$ cat src/rtl/crc8_serial.sv
// Bit-serial CRC-8 (default CRC-8/SMBUS: poly 0x07, init 0x00, no reflection, no final XOR).
// Absorbs one message bit per enabled clock, MSB first; crcout is the register itself.
module crc8_serial #(
  parameter logic [7:0] POLY = 8'h07,
  parameter logic [7:0] INIT = 8'h00
) (
  input  logic       en,
  input  logic       clk,
  input  logic       reset,
  input  logic       crcin,
  output logic [7:0] crcout
);

  logic       fb_c;
  logic [7:0] crc_next_c;

  // Feedback is the outgoing MSB folded with the incoming message bit
  always_comb begin
    fb_c       = crcout[7] ^ crcin;
    crc_next_c = {crcout[6:0], 1'b0} ^ (fb_c ? POLY : 8'h00);
  end

  // Reset wins over en; with en low the register holds
  always_ff @(posedge clk) begin
    if (reset) begin
      crcout <= INIT;
    end else if (en) begin
      crcout <= crc_next_c;
    end
  end

endmodule

$ cat config.mk
export PLATFORM = sky130hd
export DESIGN_NAME = crc8_serial
export DESIGN_NICKNAME = d
export VERILOG_FILES = /design/src/rtl/crc8_serial.sv
export SDC_FILE = /design/constraint.sdc
export NUM_CORES = 1
export LEC_CHECK = 0
export CAP_MARGIN = 20
export CORE_AREA = 2 2 39 41
export CTS_CLUSTER_SIZE = 8
export DETAILED_ROUTE_END_ITERATION = 10
export DIE_AREA = 0 0 41 43
export PLACE_DENSITY = 0.58
export SYNTH_ARGS = -nofsm -noshare
export SYNTH_HDL_FRONTEND = slang
export SYNTH_SLANG_ARGS = --single-unit
$ cat constraint.sdc
create_clock -name clk -period 2.4 [get_ports clk]
set_input_delay 0.36 -clock clk [delete_from_list [all_inputs] [get_ports clk]]
set_output_delay 0.36 -clock clk [all_outputs]
set_load 0.05 [all_outputs]
Run 1, gate families picked out:
(12 px per um)
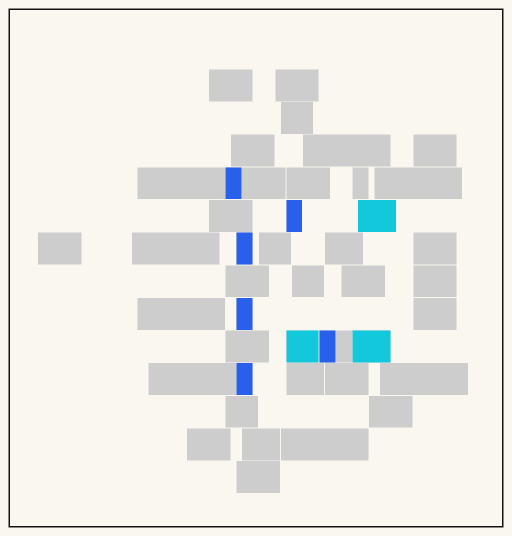
legend:
  cyan:
    family: aoi and oai cells
    cells: 3
  blue:
    family: nor cells
    cells: 6
    where: center

Run 1, local utilization:
(6 px per um) The die is cut into 8 by 9 equal tiles; dark purple is low, yellow is high, 0 to 100% covered.
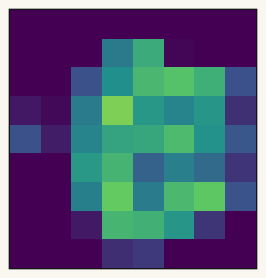
tiles over 75% full: 2.8%
densest ninth of the die: center
emptiest ninth of the die: north-west
fullest tile: 80%

Run 1, port wiring:
(8 px per um)
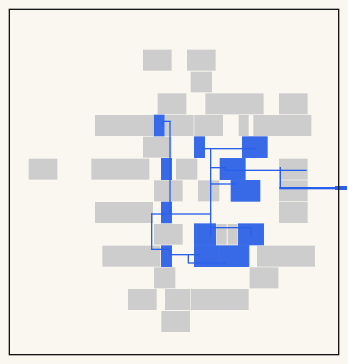
legend:
  blue:
    port: `reset`
    bits: 1
    direction: input
    edge: east
    end_cells: 12
    buffers: 1
    wire: 85.1 um

==> flow_results.xml, run 1 <==
<?xml version="1.0" encoding="UTF-8"?>
<metrics>
  <group name="status">
    <metric name="run_status" unit="">finished, final reports clean</metric>
  </group>
  <group name="cells_and_area">
    <metric name="registers_with_the_most_flip_flops" unit="">crcout: 8 flops</metric>
    <metric name="antennaDiodeCount" unit="">0</metric>
    <metric name="areaGrowthSynthToFinish" unit="%">30.4</metric>
    <metric name="num-nets-final" unit="">50</metric>
    <metric name="multi_input_combinational_area_share" unit="">0.305</metric>
    <metric name="layoutNonFillerInstCount" unit="">60</metric>
    <metric name="post_route_cells_drive_above_1_share" unit="">0.0909</metric>
    <metric name="final-clk-cell-share" unit="">0.0477</metric>
    <metric name="utilization" unit="">0.341</metric>
    <metric name="multiInputGateArea" unit="um2">144</metric>
    <metric name="seqAreaFraction" unit="">0.340</metric>
    <metric name="layout_top_cells_excl_fill_tap" unit="">11 x sky130_fd_sc_hd__clkdlybuf4s50_1, 8 x sky130_fd_sc_hd__dfxtp_1, 6 x sky130_fd_sc_hd__nor2_1, 5 x sky130_fd_sc_hd__mux2i_1, 3 x sky130_fd_sc_hd__clkbuf_4</metric>
    <metric name="final.fill_count" unit="">156</metric>
    <metric name="layout.nonclk_buf_frac" unit="">0.249</metric>
  </group>
  <group name="clock_network">
    <metric name="cts.htree.levels" unit="">1</metric>
    <metric name="cts_root_buf" unit="">sky130_fd_sc_hd__clkbuf_4</metric>
    <metric name="cts_tree" unit="">done</metric>
    <metric name="clock_tree.buffer_depth" unit="">2</metric>
    <metric name="cts.repair.resized" unit="">0</metric>
    <metric name="post_cts_buffers" unit="">0</metric>
    <metric name="postCtsHoldBufs" unit="">0</metric>
    <metric name="clock.latency.late_pin" unit="ns">0.25</metric>
  </group>
  <group name="global_routing">
    <metric name="globalRouteMet2Util" unit="">0.116</metric>
    <metric name="grt.met1_usage" unit="">0.0906</metric>
    <metric name="routing_layer_with_the_top_usage_in_global_route" unit="">met2</metric>
    <metric name="grt_antenna_before_repair" unit="">0</metric>
    <metric name="grt.total_usage" unit="">0.0865</metric>
    <metric name="globalRouteOverflowTotal" unit="">0</metric>
  </group>
  <group name="worst_setup_path">
    <metric name="timing.reg2reg.setup_slack" unit="ns">1.22</metric>
    <metric name="count_of_buffering_cells_on_the_critical_path_with_inverters_included" unit="">1</metric>
    <metric name="worst_ep_arrival_time" unit="ns">1.43</metric>
    <metric name="worstRegToRegCells" unit="">3</metric>
    <metric name="worstReg2RegStart" unit="">crcout[7]</metric>
    <metric name="worst_r2r_endpoint" unit="">crcout[1]</metric>
    <metric name="worstSetupPathDepth" unit="">1</metric>
    <metric name="cp.required" unit="ns">2.04</metric>
    <metric name="setup.worst_path.start" unit="">crcout[1]</metric>
    <metric name="endpoint_kind" unit="">output pin</metric>
    <metric name="path_max_fanout" unit="">4</metric>
  </group>
  <group name="power_and_ir_drop">
    <metric name="clock_power_share" unit="">0.347</metric>
    <metric name="sequential_fraction_of_design_power" unit="">0.486</metric>
    <metric name="p_clk" unit="uW">102</metric>
    <metric name="power.largest_group" unit="">sequential cells</metric>
    <metric name="power_leakage" unit="nW">0.177</metric>
    <metric name="pwr.group.sequential" unit="uW">142</metric>
    <metric name="switching_power" unit="uW">77.4</metric>
    <metric name="pwr-share-comb" unit="">0.166</metric>
    <metric name="power_switching_share" unit="">0.265</metric>
  </group>
  <group name="job">
    <metric name="warning_count" unit="">26</metric>
  </group>
  <group name="synth">
    <metric name="yosysMostFrequentCell" unit="">sky130_fd_sc_hd__dfxtp_1</metric>
    <metric name="asr_flop_ratio_synth" unit="">0</metric>
    <metric name="yosysCellCount" unit="">36</metric>
    <metric name="synth_flops" unit="">8</metric>
    <metric name="common_cells" unit="">8 x sky130_fd_sc_hd__dfxtp_1, 6 x sky130_fd_sc_hd__buf_4, 6 x sky130_fd_sc_hd__nor2_1, 5 x sky130_fd_sc_hd__mux2i_1</metric>
    <metric name="ys_top_logic_family" unit="">simple AND/OR/NAND/NOR gates</metric>
    <metric name="postSynthNetCount" unit="">40</metric>
    <metric name="area_leaders" unit="">sky130_fd_sc_hd__dfxtp_1 44%, sky130_fd_sc_hd__mux2i_1 14%, sky130_fd_sc_hd__buf_4 12%</metric>
    <metric name="ys_warn_count" unit="">0</metric>
    <metric name="xor_area_frac" unit="">0.0242</metric>
    <metric name="ys_sh_adder" unit="">0</metric>
    <metric name="post_synthesis_instance_area" unit="um2">362</metric>
  </group>
  <group name="die">
    <metric name="design.portCount" unit="">12</metric>
    <metric name="fp_util" unit="">0.261</metric>
    <metric name="num_tap_cells" unit="">16</metric>
    <metric name="die_height" unit="um">43</metric>
    <metric name="chip_area" unit="mm2">0.00176</metric>
  </group>
  <group name="detailed_routing">
    <metric name="dr_wl_met3" unit="um">52</metric>
    <metric name="route.detailed.drc" unit="">0</metric>
    <metric name="detail_route.iter0.violations" unit="">1</metric>
    <metric name="routed_met2_length" unit="um">277</metric>
    <metric name="m1WireLength" unit="um">281</metric>
    <metric name="highest-signal-layer" unit="">met4</metric>
    <metric name="drt_first_pass_iters" unit="">3</metric>
    <metric name="route.vias.total" unit="">268</metric>
  </group>
  <group name="final_timing">
    <metric name="setup_viol" unit="">0</metric>
    <metric name="final_max_slew_viol_count" unit="">0</metric>
    <metric name="timing_hold_violations_final" unit="">0</metric>
    <metric name="max_slew_margin" unit="">0.656</metric>
    <metric name="hold_ws" unit="ns">0.516</metric>
    <metric name="setup_tns" unit="ns">0</metric>
    <metric name="ratio_of_final_minimum_period_to_clock_period" unit="">0.745</metric>
  </group>
  <group name="hold_path">
    <metric name="worst_hold_path.num_cells" unit="">2</metric>
    <metric name="min_to" unit="">crcout[0]</metric>
  </group>
  <group name="place">
    <metric name="post_dp_cell_area" unit="um2">449</metric>
    <metric name="dp_hpwl" unit="um">446</metric>
  </group>
</metrics>
==> run 2, diff against run 1 <==
==> constraint.sdc (replaced) <==
create_clock -name clk -period 1.7 [get_ports clk]
set_input_delay 0.255 -clock clk [delete_from_list [all_inputs] [get_ports clk]]
set_output_delay 0.255 -clock clk [all_outputs]
set_load 0.05 [all_outputs]
Run 2, the clock network:
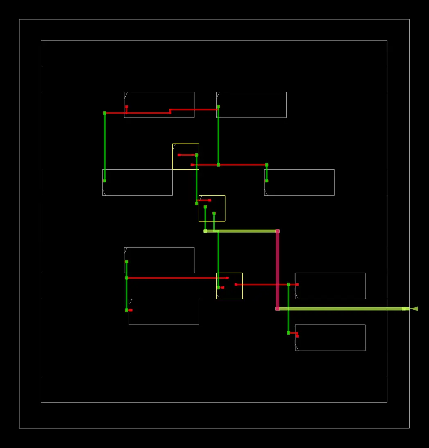
CTS buffer count: 3
TritonCTS Sinks: 8
Clk Latency, worst-skew pair: 0.25 ns
final setup skew: 0.00236 ns

Run 2, gate families picked out:
(12 px per um)
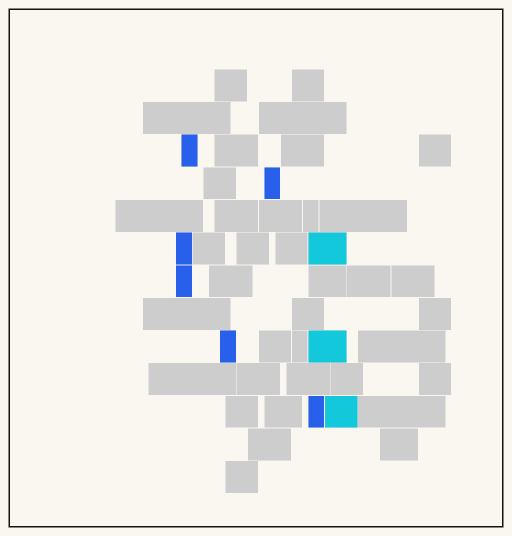
legend:
  blue:
    family: nor cells
    cells: 6
    where: center
  cyan:
    family: aoi and oai cells
    cells: 3

==> run 2 against run 1 <==
Against the previous run:
- die size stayed put
- non-clock buffer count is 2 higher
- clock skew is 0.0010 ns higher
- total power is 42% higher
- hold slack hardly changed
- via count is 6.0% higher
- synthesized area stayed put
- register-to-register slack worse by 0.72 ns
- routed wire length is 0.96% higher
- synthesized cell count stayed put
- sequential share of layout area is 0.36 points higher
==> flow_results.xml, run 2 <==
<?xml version="1.0" encoding="UTF-8"?>
<metrics>
  <group name="synth">
    <metric name="post_synthesis_instance_area" unit="um2">362</metric>
    <metric name="synth_flops" unit="">8</metric>
    <metric name="asr_flop_ratio_synth" unit="">0</metric>
    <metric name="ys_warn_count" unit="">0</metric>
    <metric name="postSynthNetCount" unit="">40</metric>
    <metric name="ys_sh_adder" unit="">0</metric>
    <metric name="yosysCellCount" unit="">36</metric>
    <metric name="xor_area_frac" unit="">0.0242</metric>
  </group>
  <group name="power_and_ir_drop">
    <metric name="switching_power" unit="uW">110</metric>
    <metric name="clock_power_share" unit="">0.345</metric>
    <metric name="power_leakage" unit="nW">0.202</metric>
    <metric name="p_clk" unit="uW">143</metric>
    <metric name="power.largest_group" unit="">sequential cells</metric>
    <metric name="pwr.group.sequential" unit="uW">201</metric>
    <metric name="pwr-share-comb" unit="">0.170</metric>
    <metric name="sequential_fraction_of_design_power" unit="">0.485</metric>
  </group>
  <group name="worst_setup_path">
    <metric name="count_of_buffering_cells_on_the_critical_path_with_inverters_included" unit="">1</metric>
    <metric name="endpoint_kind" unit="">flip-flop</metric>
    <metric name="worstReg2RegStart" unit="">crcout[7]</metric>
    <metric name="worstRegToRegCells" unit="">3</metric>
    <metric name="worst_ep_arrival_time" unit="ns">1.43</metric>
    <metric name="cp.required" unit="ns">1.84</metric>
  </group>
  <group name="clock_network">
    <metric name="clock_tree.buffer_depth" unit="">2</metric>
    <metric name="post_cts_buffers" unit="">0</metric>
    <metric name="cts.repair.resized" unit="">0</metric>
    <metric name="postCtsHoldBufs" unit="">0</metric>
    <metric name="cts_root_buf" unit="">sky130_fd_sc_hd__clkbuf_4</metric>
  </group>
  <group name="cells_and_area">
    <metric name="multiInputGateArea" unit="um2">144</metric>
    <metric name="final-clk-cell-share" unit="">0.0483</metric>
    <metric name="layout.nonclk_buf_frac" unit="">0.241</metric>
    <metric name="areaGrowthSynthToFinish" unit="%">29.1</metric>
    <metric name="layoutNonFillerInstCount" unit="">62</metric>
    <metric name="final.fill_count" unit="">147</metric>
    <metric name="seqAreaFraction" unit="">0.343</metric>
    <metric name="layout_top_cells_excl_fill_tap" unit="">11 x sky130_fd_sc_hd__buf_4, 8 x sky130_fd_sc_hd__dfxtp_1, 6 x sky130_fd_sc_hd__nor2_1, 5 x sky130_fd_sc_hd__mux2i_1</metric>
    <metric name="utilization" unit="">0.337</metric>
  </group>
  <group name="detailed_routing">
    <metric name="routed_met2_length" unit="um">270</metric>
    <metric name="detail_route.iter0.violations" unit="">0</metric>
    <metric name="highest-signal-layer" unit="">met4</metric>
    <metric name="route.vias.total" unit="">284</metric>
    <metric name="drt_first_pass_iters" unit="">1</metric>
  </group>
  <group name="global_routing">
    <metric name="grt.met1_usage" unit="">0.0906</metric>
    <metric name="globalRouteOverflowTotal" unit="">0</metric>
    <metric name="grt.total_usage" unit="">0.0855</metric>
    <metric name="globalRouteMet2Util" unit="">0.106</metric>
    <metric name="routing_layer_with_the_top_usage_in_global_route" unit="">met2</metric>
  </group>
  <group name="hold_path">
    <metric name="min_to" unit="">crcout[0]</metric>
    <metric name="worst_hold_path.num_cells" unit="">2</metric>
  </group>
  <group name="status">
    <metric name="run_status" unit="">finished, final reports clean</metric>
  </group>
  <group name="die">
    <metric name="die_height" unit="um">43</metric>
    <metric name="num_tap_cells" unit="">16</metric>
  </group>
  <group name="final_timing">
    <metric name="hold_ws" unit="ns">0.517</metric>
    <metric name="ratio_of_final_minimum_period_to_clock_period" unit="">0.761</metric>
    <metric name="final_max_slew_viol_count" unit="">0</metric>
    <metric name="setup_tns" unit="ns">0</metric>
    <metric name="setup_viol" unit="">0</metric>
  </group>
  <group name="job">
    <metric name="warning_count" unit="">26</metric>
  </group>
  <group name="place">
    <metric name="dp_hpwl" unit="um">491</metric>
  </group>
</metrics>
Power is estimated from default activity; no workload was simulated.
